===== src/rtl/cluster_priority_iter.sv =====
// cluster_priority_iter: iterative lowest-index cluster extractor.
// A frame of per-pad valid flags and counts is captured on start_i. One
// cluster is then emitted per search step in ascending pad order. Each
// found pad is masked off before the next step. The frame ends after
// MXCLUSTERS clusters or when no flagged pad remains, and reports the
// cluster count and an overflow flag on done_o.
// Optional build macro PRIORITY_TREE_PIPE_EN adds a register stage at the
// tree midpoint. Each search step then takes two cycles.
module cluster_priority_iter #(
  parameter int MXKEYS     = 384,
  parameter int MXKEYBITS  = 9,
  parameter int MXCNTB     = 3,
  parameter int MXCLUSTERS = 8,
  parameter int MXCLSTB    = 4
) (
  input  logic                       clock,
  input  logic                       reset,
  input  logic                       start_i,
  input  logic [2:0]                 pass_i,
  input  logic [MXKEYS-1:0]          vpfs_i,
  input  logic [MXKEYS*MXCNTB-1:0]   cnts_i,
  output logic                       busy_o,
  output logic                       vpf_o,
  output logic [MXKEYBITS-1:0]       adr_o,
  output logic [MXCNTB-1:0]          cnt_o,
  output logic [MXCLSTB-1:0]         idx_o,
  output logic [2:0]                 pass_o,
  output logic                       done_o,
  output logic [MXCLSTB-1:0]         nclusters_o,
  output logic                       overflow_o
);

  localparam int LVL       = $clog2(MXKEYS);
  localparam int NPAD      = 1 << LVL;
  localparam int MID       = (LVL + 1) / 2;
  localparam int REG_DEPTH = LVL - MID;
  localparam logic [MXCLSTB-1:0] KMAX = MXCLSTB'(MXCLUSTERS);

  typedef enum logic [1:0] {IDLE, SEARCH, FINISH} state_t;

  state_t                     state, state_nxt;
  logic [MXKEYS-1:0]          mask;
  logic [MXKEYS*MXCNTB-1:0]   cnts_q;
  logic [MXCLSTB-1:0]         k;
  logic                       step;
  logic                       load, emit, fin;
  logic                       found;
  logic [MXKEYBITS-1:0]       pad;
  logic [NPAD-1:0]            mask_pad;

  // Heap-ordered tree: node i has children 2i (lower pads) and 2i+1.
  logic                       hv [1:2*NPAD-1];
  logic [MXKEYBITS-1:0]       ha [1:2*NPAD-1];

`ifdef PRIORITY_TREE_PIPE_EN
  localparam bit PIPE = 1'b1;
  logic phase;

  // Alternate between a tree-fill cycle and a decision cycle while searching.
  always_ff @(posedge clock or posedge reset) begin
    if (reset)                 phase <= 1'b0;
    else if (state == SEARCH)  phase <= ~phase;
    else                       phase <= 1'b0;
  end
  assign step = phase;
`else
  localparam bit PIPE = 1'b0;
  assign step = 1'b1;
`endif

  // Padded leaves are tied to zero, so they never win.
  assign mask_pad = NPAD'(mask);

  for (genvar p = 0; p < NPAD; p++) begin : g_leaf
    assign hv[NPAD+p] = mask_pad[p];
    assign ha[NPAD+p] = MXKEYBITS'(p);
  end

  for (genvar i = 1; i < NPAD; i++) begin : g_node
    localparam int DEPTH = $clog2(i + 1) - 1;
    logic                 vc;
    logic [MXKEYBITS-1:0] ac;

    // The lower-index child wins whenever it holds a valid pad.
    assign vc = hv[2*i] | hv[2*i+1];
    assign ac = hv[2*i] ? ha[2*i] : ha[2*i+1];

    if (PIPE && (DEPTH == REG_DEPTH)) begin : g_reg
      logic                 vr;
      logic [MXKEYBITS-1:0] ar;

      // Midpoint pipeline register of the tree.
      always_ff @(posedge clock or posedge reset) begin
        if (reset) begin
          vr <= 1'b0;
          ar <= '0;
        end else begin
          vr <= vc;
          ar <= ac;
        end
      end
      assign hv[i] = vr;
      assign ha[i] = ar;
    end else begin : g_comb
      assign hv[i] = vc;
      assign ha[i] = ac;
    end
  end

  assign found  = hv[1];
  assign pad    = ha[1];
  assign busy_o = (state != IDLE);

  // Frame state register.
  always_ff @(posedge clock or posedge reset) begin
    // NOTE: sequential state uses non-blocking assignments so every register
    // samples pre-edge values, independent of statement order.
    if (reset) state <= IDLE;
    else       state <= state_nxt;
  end

  // Next-state and step decisions.
  always_comb begin
    // NOTE: every output of this block gets a default first; a path that
    // left one unassigned would infer a latch.
    state_nxt = state;
    load      = 1'b0;
    emit      = 1'b0;
    fin       = 1'b0;
    case (state)
      IDLE: begin
        if (start_i) begin
          load      = 1'b1;
          state_nxt = SEARCH;
        end
      end
      SEARCH: begin
        if (step) begin
          if (found && (k < KMAX)) emit      = 1'b1;
          else                     state_nxt = FINISH;
        end
      end
      FINISH: begin
        fin       = 1'b1;
        state_nxt = IDLE;
      end
      default: state_nxt = IDLE;
    endcase
  end

  // Count capture.
  always_ff @(posedge clock) begin
    // NOTE: the count store is deliberately not reset. A count is read only
    // for a pad whose mask bit is set, and the mask itself is reset.
    if (load) cnts_q <= cnts_i;
  end

  // Mask, cluster counter and registered outputs.
  always_ff @(posedge clock or posedge reset) begin
    if (reset) begin
      mask        <= '0;
      k           <= '0;
      vpf_o       <= 1'b0;
      adr_o       <= '1;
      cnt_o       <= '0;
      idx_o       <= '0;
      pass_o      <= '0;
      done_o      <= 1'b0;
      nclusters_o <= '0;
      overflow_o  <= 1'b0;
    end else begin
      vpf_o  <= emit;
      adr_o  <= emit ? pad : '1;
      cnt_o  <= emit ? cnts_q[pad*MXCNTB +: MXCNTB] : '0;
      done_o <= fin;
      if (load) begin
        mask   <= vpfs_i;
        pass_o <= pass_i;
        k      <= '0;
      end
      if (emit) begin
        mask[pad] <= 1'b0;
        k         <= k + 1'b1;
        idx_o     <= k;
      end
      if (fin) begin
        nclusters_o <= k;
        overflow_o  <= |mask;
      end
    end
  end

endmodule


===== config.mk =====
export PLATFORM = sky130hd
export DESIGN_NAME = cluster_priority_iter
export DESIGN_NICKNAME = d
export VERILOG_FILES = /design/src/rtl/cluster_priority_iter.sv
export SDC_FILE = /design/constraint.sdc
export NUM_CORES = 2
export LEC_CHECK = 0
export ABC_AREA = 0
export ABC_CLOCK_PERIOD_IN_PS = 38600
export CAP_MARGIN = 25
export CORE_AREA = 2 2 604 606
export DETAILED_ROUTE_END_ITERATION = 12
export DIE_AREA = 0 0 606 608
export PLACE_DENSITY_LB_ADDON = 0.2
export SLEW_MARGIN = 40
export SYNTH_ARGS = -nofsm -noshare
export SYNTH_HDL_FRONTEND = slang
export SYNTH_SLANG_ARGS = --single-unit

===== constraint.sdc =====
create_clock -name clock -period 38.6 [get_ports clock]
set_input_delay 7.72 -clock clock [delete_from_list [all_inputs] [get_ports clock]]
set_output_delay 7.72 -clock clock [all_outputs]
set_load 0.005 [all_outputs]

==> images/m1.png <==
Bar = 200 um. Cells faint in the background.
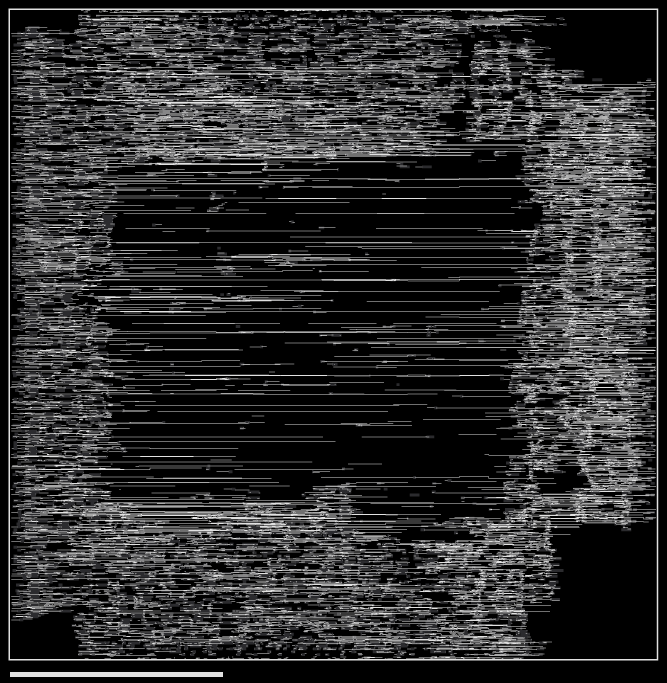
The wires run mostly horizontal. The layer holds 38% of the routed length. The layer carries 148 mm of wire. The longest straight run is 374 um.

==> images/m2.png <==
Cells faint in the background.
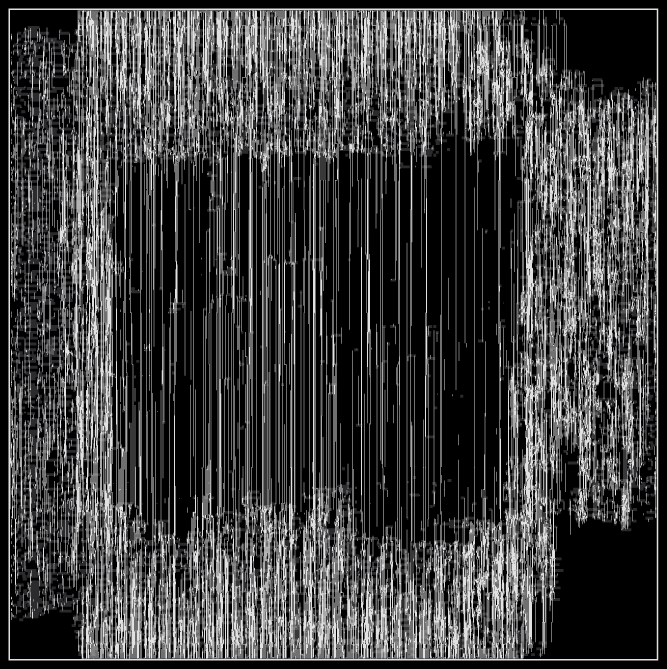
The layer holds 54% of the routed length. The layer carries 210 mm of wire. The wires run mostly vertical. The longest straight run is 410 um.

==> images/m3.png <==
Bar = 200 um. Cells faint in the background.
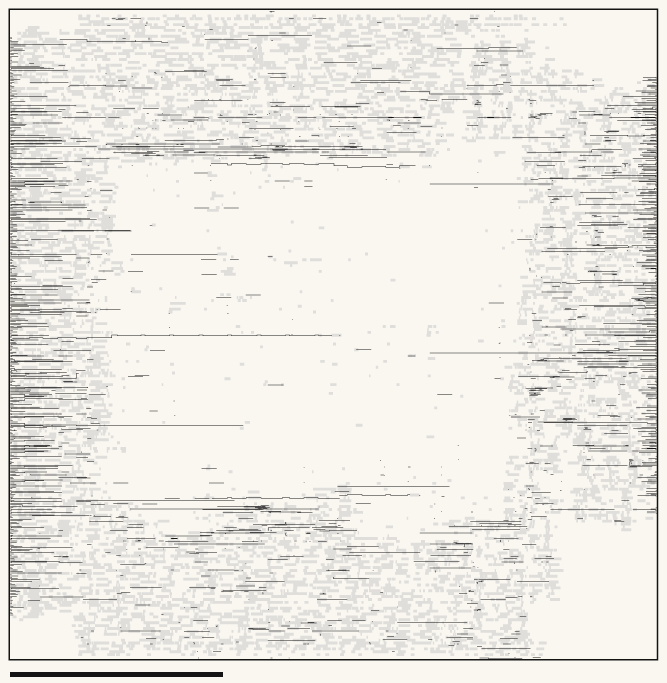
The layer holds 5.7% of the routed length. The wires run mostly horizontal. The longest straight run is 212 um. The layer carries 22.4 mm of wire. 1107 nets have wire on it.

==> qor.yml <==
drtIter0Drc: 4480
synth.lib_cells_used.distinct: 82
clock.fmax_mhz: 81.24
status: "completed"
final_antenna_net_count: 0
num-clock-buffers: 250
via_count_of_the_first_global_routing_pass: 53110
flop_area_mm2: 0.04501
post_synth_and_or_nand_nor_area_fraction_pct: 9.440
design.final.nets: 8211
seq_cell_power_mw: 2.62
yosys.area_share.adder_pct: 0.01871
rr_endpoint: "cnt_o[1]"
cp.depth: 8
htree_num_levels: 4
layout_top_cell: "clkdlybuf4s50_1"
worst_path_largest_cell_delay_ns: 0.69
power.group.top: "combinational logic"
p_switching_mw: 3.044
setup_total_negative_slack_ns: 0
post-cts-setup-buffer-count: 0
dominant-cell-class: "registers"
place_ws_ns: 24.90
finalPower_mw: 7.416
layout_top_registers: "cnts_q: 1152 flops, mask: 384 flops, adr_o: 9 flops"
grt_first_pass_wirelength_um: 506300
worstPathRequired_ns: 39.05
clkPwrFrac_pct: 25.2
grt.met3_usage_pct: 4.034
met2_length_um: 210500
initial_antenna_violation_count: 189
post_cts_hold_buffer_count: 0
power-per-cell-area_mw_per_mm2: 77.31
warning_count: 34
clk_pwr_mw: 1.87
holdCritStartpoint: "idx_o[3]"
cts_inserted_buffers: 195
finalMaxSlewViolations: 0
power_leakage_nw: 33.35
worst_setup_path_endpoint: "cnts_q[493]"
worst-r2r-setup-slack_ns: 29.58
cts.root.buffer_cell: "clkbuf_16"
finalSetupViolCount: 0
reg_with_most_ffs: "cnts_q"
fp.dieH_um: 608
yosys-stat-area_mm2: 0.06686
io_pins: 1569
drcViolationCount: 0
chipWidth_um: 606
worstHoldPathCells: 1
timing.clock.skew_ns: 0.05593
lay_top_cells: "clkdlybuf4s50_1, edfxtp_1, mux2i_1, nand2_1, a21oi_1"
reg2reg_from: "mask[140]"
largest_register_ff_count: 1152
hold_ws_ns: 0.4938
yosys-dominant-comb-family: "multiplexers"
cp.arrival_ns: 12.76
tritoncts: "done"
critical_path_endpoint_category: "flip-flop"
power.internal_mw: 4.373
maxCapViolations: 0
antenna_cells: 44
worst_slew_pin_slew_ns: 0.9399
crit_path_start_kind: "input pin"
final_util_pct: 26.52
ys_cells: 5029
grtUsageMet2_pct: 38.73
synth_async_sr_flop_share_pct: 26.53
inverters_excl_clock: 79
detailedPlacementHpwl_um: 301100
layoutNonFillerInstCount: 11670
cp_common_cell: "buf_6"
clock_cell_area_share_pct: 6.618
synthesis.yosys.warnings: 0
layout_setup_ws_ns: 26.29
bufAreaShareNonClock_pct: 17.85
avgViaCountPerCell: 4.451
wirelength_um: 392200
critical_path.n_buffers_inverters: 7
max-clock-path-buffers: 4
==> images/ff_map.png <==
Other sequential cells in the stronger gray, the rest of the logic in the fainter gray.
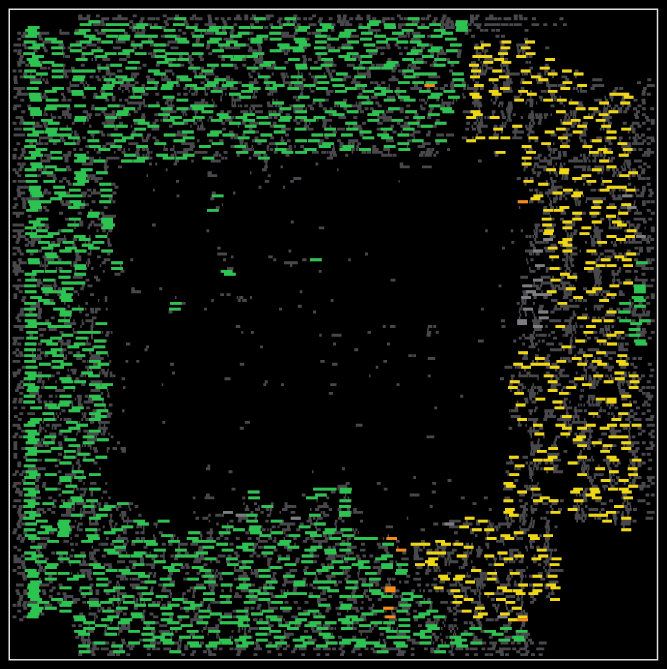
Key: adr_o = orange [placed flops 9]; mask = yellow [placed flops 384, where a column on the right]; cnts_q = green [placed flops 1152]
Another 23 sequential cells are not colored.

==> images/placed.png <==
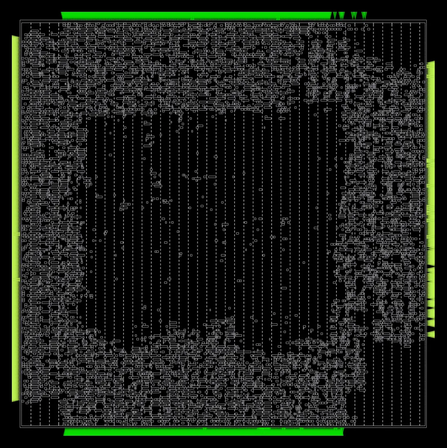
fraction of area in registers: 46.92%
number of flip-flops and latches: 1568
Site Rows: 221
area of the placeable core: 0.3617 mm^2

No activity file was given, so power comes from the tool's default toggle rates.
